[config.mk]
export PLATFORM = sky130hd
export DESIGN_NAME = bdm_macro_sequencer
export DESIGN_NICKNAME = d
export VERILOG_FILES = /design/src/rtl/bdm_pkg.sv /design/src/rtl/bdm_macro_rom.sv /design/src/rtl/bdm_macro_sequencer.sv
export SDC_FILE = /design/constraint.sdc
export NUM_CORES = 1
export LEC_CHECK = 0
export CORE_ASPECT_RATIO = 0.7
export CORE_MARGIN = 5
export CORE_UTILIZATION = 45
export CTS_CLUSTER_DIAMETER = 80
export DETAILED_ROUTE_END_ITERATION = 6
export PLACE_DENSITY = 0.76
export SYNTH_ARGS = -nofsm -noshare
export SYNTH_HDL_FRONTEND = slang
export SYNTH_SLANG_ARGS = --single-unit
[constraint.sdc]
create_clock -name clk -period 6.75 [get_ports clk]
set_clock_uncertainty 0.05 [all_clocks]
set_input_delay 1.35 -clock clk [delete_from_list [all_inputs] [get_ports clk]]
set_output_delay 1.35 -clock clk [all_outputs]
set_load 0.05 [all_outputs]
[src/rtl/bdm_pkg.sv]
// Shared constants for the BDM macro sequencer: primitive codes, macro opcodes,
// BDM command bytes and reply error bytes.
package bdm_pkg;

  typedef enum logic [3:0] {
    PRIM_NONE      = 4'd0,
    PRIM_READ      = 4'd1,
    PRIM_WRITE     = 4'd2,
    PRIM_START_MCU = 4'd3,
    PRIM_STOP_MCU  = 4'd4,
    PRIM_DELAY     = 4'd6
  } prim_cmd_e;

  typedef enum logic [2:0] {
    OP_NOP           = 3'd0,
    OP_READ_BYTE     = 3'd1,
    OP_WRITE_BYTE    = 3'd2,
    OP_BACKGROUND    = 3'd3,
    OP_READ_STATUS   = 3'd4,
    OP_WRITE_CONTROL = 3'd5,
    OP_POWER_CYCLE   = 3'd6,
    OP_RESERVED      = 3'd7
  } macro_op_e;

  typedef enum logic [1:0] {
    ST_IDLE  = 2'd0,
    ST_ISSUE = 2'd1,
    ST_GAP   = 2'd2,
    ST_WAIT  = 2'd3
  } seq_state_e;

  localparam logic [7:0] BDM_READ_BYTE     = 8'hE0;
  localparam logic [7:0] BDM_WRITE_BYTE    = 8'hC0;
  localparam logic [7:0] BDM_BACKGROUND    = 8'h90;
  localparam logic [7:0] BDM_READ_STATUS   = 8'hE4;
  localparam logic [7:0] BDM_WRITE_CONTROL = 8'hC4;

  localparam logic [7:0] RSP_TIMEOUT_BYTE  = 8'hEE;
  localparam logic [7:0] RSP_BAD_OP_BYTE   = 8'hEF;

endpackage

[src/rtl/bdm_macro_rom.sv]
// Combinational expansion table: (op, step, addr, data) -> primitive to issue,
// plus a flag marking the final step of the macro.
module bdm_macro_rom
  import bdm_pkg::*;
#(
  parameter logic [7:0] DELAY_ARG = 8'd16
) (
  input  logic [2:0]  op,
  input  logic [2:0]  step,
  input  logic [15:0] addr,
  input  logic [7:0]  data,
  output logic [3:0]  cmd,
  output logic [7:0]  pdata,
  output logic        last
);

  always_comb begin
    cmd   = PRIM_NONE;
    pdata = 8'h00;
    last  = 1'b1;
    case (macro_op_e'(op))
      OP_READ_BYTE: begin
        last = (step == 3'd4);
        case (step)
          3'd0:    begin cmd = PRIM_WRITE; pdata = BDM_READ_BYTE; end
          3'd1:    begin cmd = PRIM_WRITE; pdata = addr[15:8];    end
          3'd2:    begin cmd = PRIM_WRITE; pdata = addr[7:0];     end
          3'd3:    begin cmd = PRIM_DELAY; pdata = DELAY_ARG;     end
          default: begin cmd = PRIM_READ;  pdata = 8'h00;         end
        endcase
      end
      OP_WRITE_BYTE: begin
        last = (step == 3'd4);
        case (step)
          3'd0:    begin cmd = PRIM_WRITE; pdata = BDM_WRITE_BYTE; end
          3'd1:    begin cmd = PRIM_WRITE; pdata = addr[15:8];     end
          3'd2:    begin cmd = PRIM_WRITE; pdata = addr[7:0];      end
          3'd3:    begin cmd = PRIM_WRITE; pdata = data;           end
          default: begin cmd = PRIM_DELAY; pdata = DELAY_ARG;      end
        endcase
      end
      OP_BACKGROUND: begin
        last = (step == 3'd1);
        if (step == 3'd0) begin cmd = PRIM_WRITE; pdata = BDM_BACKGROUND; end
        else              begin cmd = PRIM_DELAY; pdata = DELAY_ARG;      end
      end
      OP_READ_STATUS: begin
        last = (step == 3'd1);
        if (step == 3'd0) begin cmd = PRIM_WRITE; pdata = BDM_READ_STATUS; end
        else              begin cmd = PRIM_READ;  pdata = 8'h00;           end
      end
      OP_WRITE_CONTROL: begin
        last = (step == 3'd1);
        if (step == 3'd0) begin cmd = PRIM_WRITE; pdata = BDM_WRITE_CONTROL; end
        else              begin cmd = PRIM_WRITE; pdata = data;              end
      end
      OP_POWER_CYCLE: begin
        last = (step == 3'd3);
        case (step)
          3'd0:         cmd = PRIM_STOP_MCU;
          3'd1, 3'd2:   begin cmd = PRIM_DELAY; pdata = DELAY_ARG; end
          default:      cmd = PRIM_START_MCU;
        endcase
      end
      // NOP and the reserved opcode expand to nothing
      default: begin
        cmd   = PRIM_NONE;
        pdata = 8'h00;
        last  = 1'b1;
      end
    endcase
  end

endmodule

[src/rtl/bdm_macro_sequencer.sv]
// Expands latched macro-ops into BDM engine primitives, one at a time, and
// forwards read bytes (or error bytes) to the reply FIFO.
//
// state | meaning
// IDLE  | waiting for a macro handshake
// ISSUE | prim_cmd/prim_data driven for this single cycle
// GAP   | engine settles; prim_ready ignored
// WAIT  | waiting for prim_ready (or timeout) to advance the step
module bdm_macro_sequencer
  import bdm_pkg::*;
#(
  parameter logic [7:0]  DELAY_ARG = 8'd16,
  parameter logic [15:0] TIMEOUT   = 16'd50000
) (
  input  logic        clk,
  input  logic        rst,
  input  logic        mc_valid,
  input  logic [2:0]  mc_op,
  input  logic [15:0] mc_addr,
  input  logic [7:0]  mc_data,
  output logic        mc_ready,
  output logic [3:0]  prim_cmd,
  output logic [7:0]  prim_data,
  input  logic        prim_ready,
  input  logic        prim_rvalid,
  input  logic [7:0]  prim_rdata,
  output logic        rsp_wr_en,
  output logic [7:0]  rsp_data,
  input  logic        rsp_full,
  output logic        busy,
  output logic        err_timeout
);

  seq_state_e  state, state_nxt;
  logic [2:0]  op_q;
  logic [15:0] addr_q;
  logic [7:0]  data_q;
  logic [2:0]  step_q;
  logic        last_q;
  logic [15:0] tmo_cnt;

  logic        accept;
  logic        tmo_hit;
  logic [2:0]  rom_op;
  logic [2:0]  rom_step;
  logic [15:0] rom_addr;
  logic [7:0]  rom_data;
  logic [3:0]  rom_cmd;
  logic [7:0]  rom_pdata;
  logic        rom_last;

  assign mc_ready = (state == ST_IDLE) && !rsp_full;
  assign accept   = mc_valid && mc_ready;
  assign tmo_hit  = (tmo_cnt == 16'd0);

  // The ROM always looks up the primitive that the next ISSUE will drive.
  assign rom_op   = (state == ST_IDLE) ? mc_op   : op_q;
  assign rom_step = (state == ST_IDLE) ? 3'd0    : step_q + 3'd1;
  assign rom_addr = (state == ST_IDLE) ? mc_addr : addr_q;
  assign rom_data = (state == ST_IDLE) ? mc_data : data_q;

  bdm_macro_rom #(.DELAY_ARG(DELAY_ARG)) u_rom (
    .op    (rom_op),
    .step  (rom_step),
    .addr  (rom_addr),
    .data  (rom_data),
    .cmd   (rom_cmd),
    .pdata (rom_pdata),
    .last  (rom_last)
  );

  always_ff @(posedge clk or posedge rst) begin
    if (rst) state <= ST_IDLE;
    else     state <= state_nxt;
  end

  always_comb begin
    state_nxt = state;
    case (state)
      ST_IDLE:  if (accept && (rom_cmd != PRIM_NONE)) state_nxt = ST_ISSUE;
      ST_ISSUE: state_nxt = ST_GAP;
      ST_GAP:   state_nxt = ST_WAIT;
      ST_WAIT: begin
        if (prim_ready)   state_nxt = last_q ? ST_IDLE : ST_ISSUE;
        else if (tmo_hit) state_nxt = ST_IDLE;
      end
      default:  state_nxt = ST_IDLE;
    endcase
  end

  always_ff @(posedge clk or posedge rst) begin
    if (rst) begin
      prim_cmd    <= PRIM_NONE;
      prim_data   <= 8'h00;
      rsp_wr_en   <= 1'b0;
      rsp_data    <= 8'h00;
      busy        <= 1'b0;
      err_timeout <= 1'b0;
      op_q        <= 3'd0;
      addr_q      <= 16'h0000;
      data_q      <= 8'h00;
      step_q      <= 3'd0;
      last_q      <= 1'b0;
      tmo_cnt     <= 16'h0000;
    end else begin
      prim_cmd  <= PRIM_NONE;
      prim_data <= 8'h00;
      rsp_wr_en <= 1'b0;
      busy      <= (state_nxt != ST_IDLE);

      if (state_nxt == ST_ISSUE) begin
        prim_cmd  <= rom_cmd;
        prim_data <= rom_pdata;
        last_q    <= rom_last;
      end

      if (accept) begin
        op_q   <= mc_op;
        addr_q <= mc_addr;
        data_q <= mc_data;
        step_q <= 3'd0;
      end else if (state == ST_WAIT && prim_ready) begin
        step_q <= step_q + 3'd1;
      end

      // Down-counter: reloaded while issuing, expires at zero during WAIT.
      if (state == ST_ISSUE)
        tmo_cnt <= TIMEOUT;
      else if ((state == ST_GAP || state == ST_WAIT) && !tmo_hit)
        tmo_cnt <= tmo_cnt - 16'd1;

      if (state == ST_WAIT && !prim_ready && tmo_hit) begin
        err_timeout <= 1'b1;
        rsp_wr_en   <= 1'b1;
        rsp_data    <= RSP_TIMEOUT_BYTE;
      end else if (accept && mc_op == OP_RESERVED) begin
        rsp_wr_en <= 1'b1;
        rsp_data  <= RSP_BAD_OP_BYTE;
      end else if (prim_rvalid) begin
        rsp_wr_en <= 1'b1;
        rsp_data  <= prim_rdata;
      end
    end
  end

endmodule

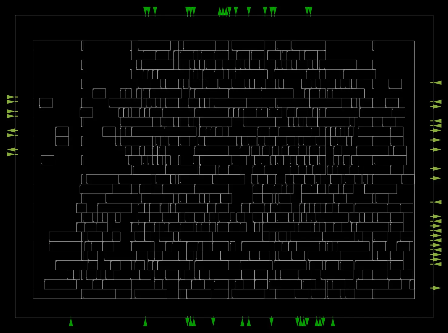
placed.png
seq_cells: 71
Cell Rows: 27

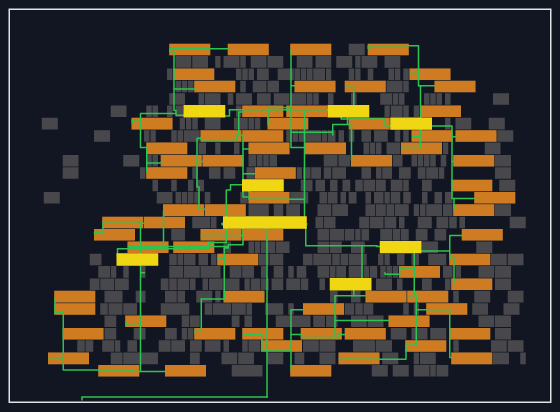
clock_wires.png
Key: yellow = clock-net drivers [count 9]; orange = flip-flops [count 71]; green = clock wires [length 880 microns]
Position of the flops: all over the die. There are 10 routed clock nets.
reported clock group power: 0.411 mW
Worst-Skew Late Latency: 0.33 ns
Clock power frac: 0.208

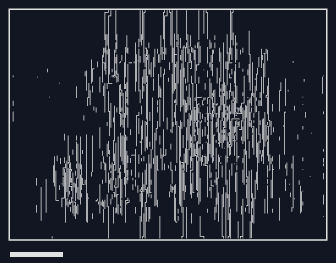
m2.png
Bar = 20 microns.
The longest straight run is 32.6 microns. The wires run mostly vertical. 423 nets have wire on it.

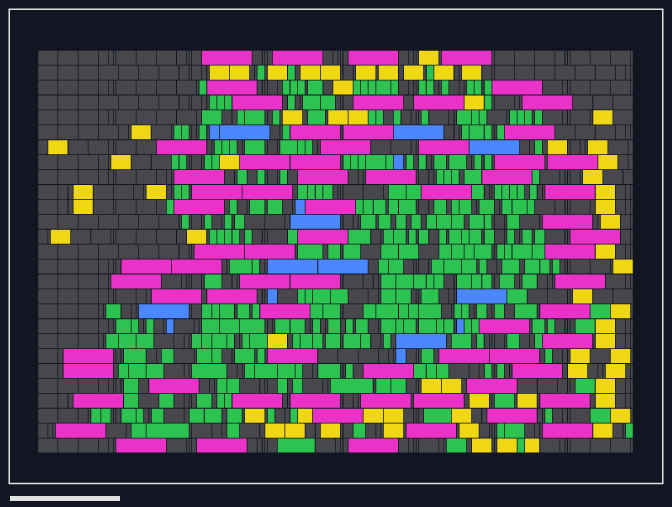
class_map.png
Bar = 20 microns. Fill, decap, tap and diode cells in gray.
Key: green = remaining logic cells [cells 311]; blue = clock drivers and dummy loads [cells 16]; yellow = remaining buffers and delay cells [cells 65]; magenta = registers [cells 71]
Core Box Area: 7970 sq um
fin area: 4660 sq um

## worst reg2reg max path, cell delays in order (launching register included)
cell and delay (ns):
dfrtp_1 0.56, or2_2 0.58, nor2_1 0.21, nand2_1 0.61
o22ai_1 0.60, mux2_2 0.39
## cell usage in the layout, fill, tap and decap left out, types with 6 or more instances in the layout
cell / count
nand2_1: 103
dfrtp_1: 71
clkdlybuf4s50_1: 63
nor2_1: 22
o21ai_0: 17
a21oi_1: 15
mux2i_1: 15
clkbuf_16: 9
a211oi_1: 8
inv_1: 7
a22oi_1: 7
nand3_1: 6
xnor2_1: 6
o22ai_1: 6
## layer usage
layer	vias up	routed length (microns)
met1	1562	4330
met2	126	4310
met3	15	719
li1	1537	-
met4	0	96
met5	-	0
==> CHANGELOG.md <==
### Physical design

- Min cycle time layout: 4.19 ns
- Post-Synth Simple-Gate Area: 0.234
- CTS clk-pin slew, worst paths: 0.05 ns
- Storage element area: 1780 sq um
- Bufs w/o clock: 65
- Largest net degree at the start of global routing: 72
- Comb. pwr: 0.872 mW
- Yosys adder share: 0.00670
- Most used DFF post-synth: dfrtp_1
- Placement Cell Area: 4410 sq um
- Layout Nets: 501
- Arrival time worst endpoint: 2.79 ns
- Status: finished clean
- Sw Share: 0.427
- Final WL: 9.45 mm
- Fin. Hold Viols: 0
- Die W: 119 microns
- Yosys cell types: 62
- ClkCell Share: 0.0553
- Part of the power in combinational logic: 0.440
- Yosys reg bits: 71
- Hold path endpoint: err_timeout$_DFFE_PP0P_
- Slowest stage delay, CP: 0.83 ns
- First DRT Iteration DRCs: 229
- HPWL after detailed placement: 6.60 mm
- Die ar.: 10300 sq um
- CTS Buf Count: 9
- Non-clock buffering overhead: 0.138
- Vias in the first global route: 3222
- MaxCap Viol Count: 0
- Synthesized area: 3730 sq um
- Max power group: combinational cells
- Via density: 5.74
- Final worst path period share: 0.621
- OpenROAD warnings: 26
- Clock tree root driver cell: clkbuf_16
- Final non-filler cell total: 564
- RSZ-0062 raised after global routing: false
- GR peak layer: met2
- Initial antenna violation count: 0
- Slowest-stage cell, CP: clkdlybuf4s50_1
- Largest registers: addr_q: 16 flops, tmo_cnt: 16 flops
- WL/cell: 16.7 microns
Power figures rest on the tool's default switching activity, not on a simulated workload.
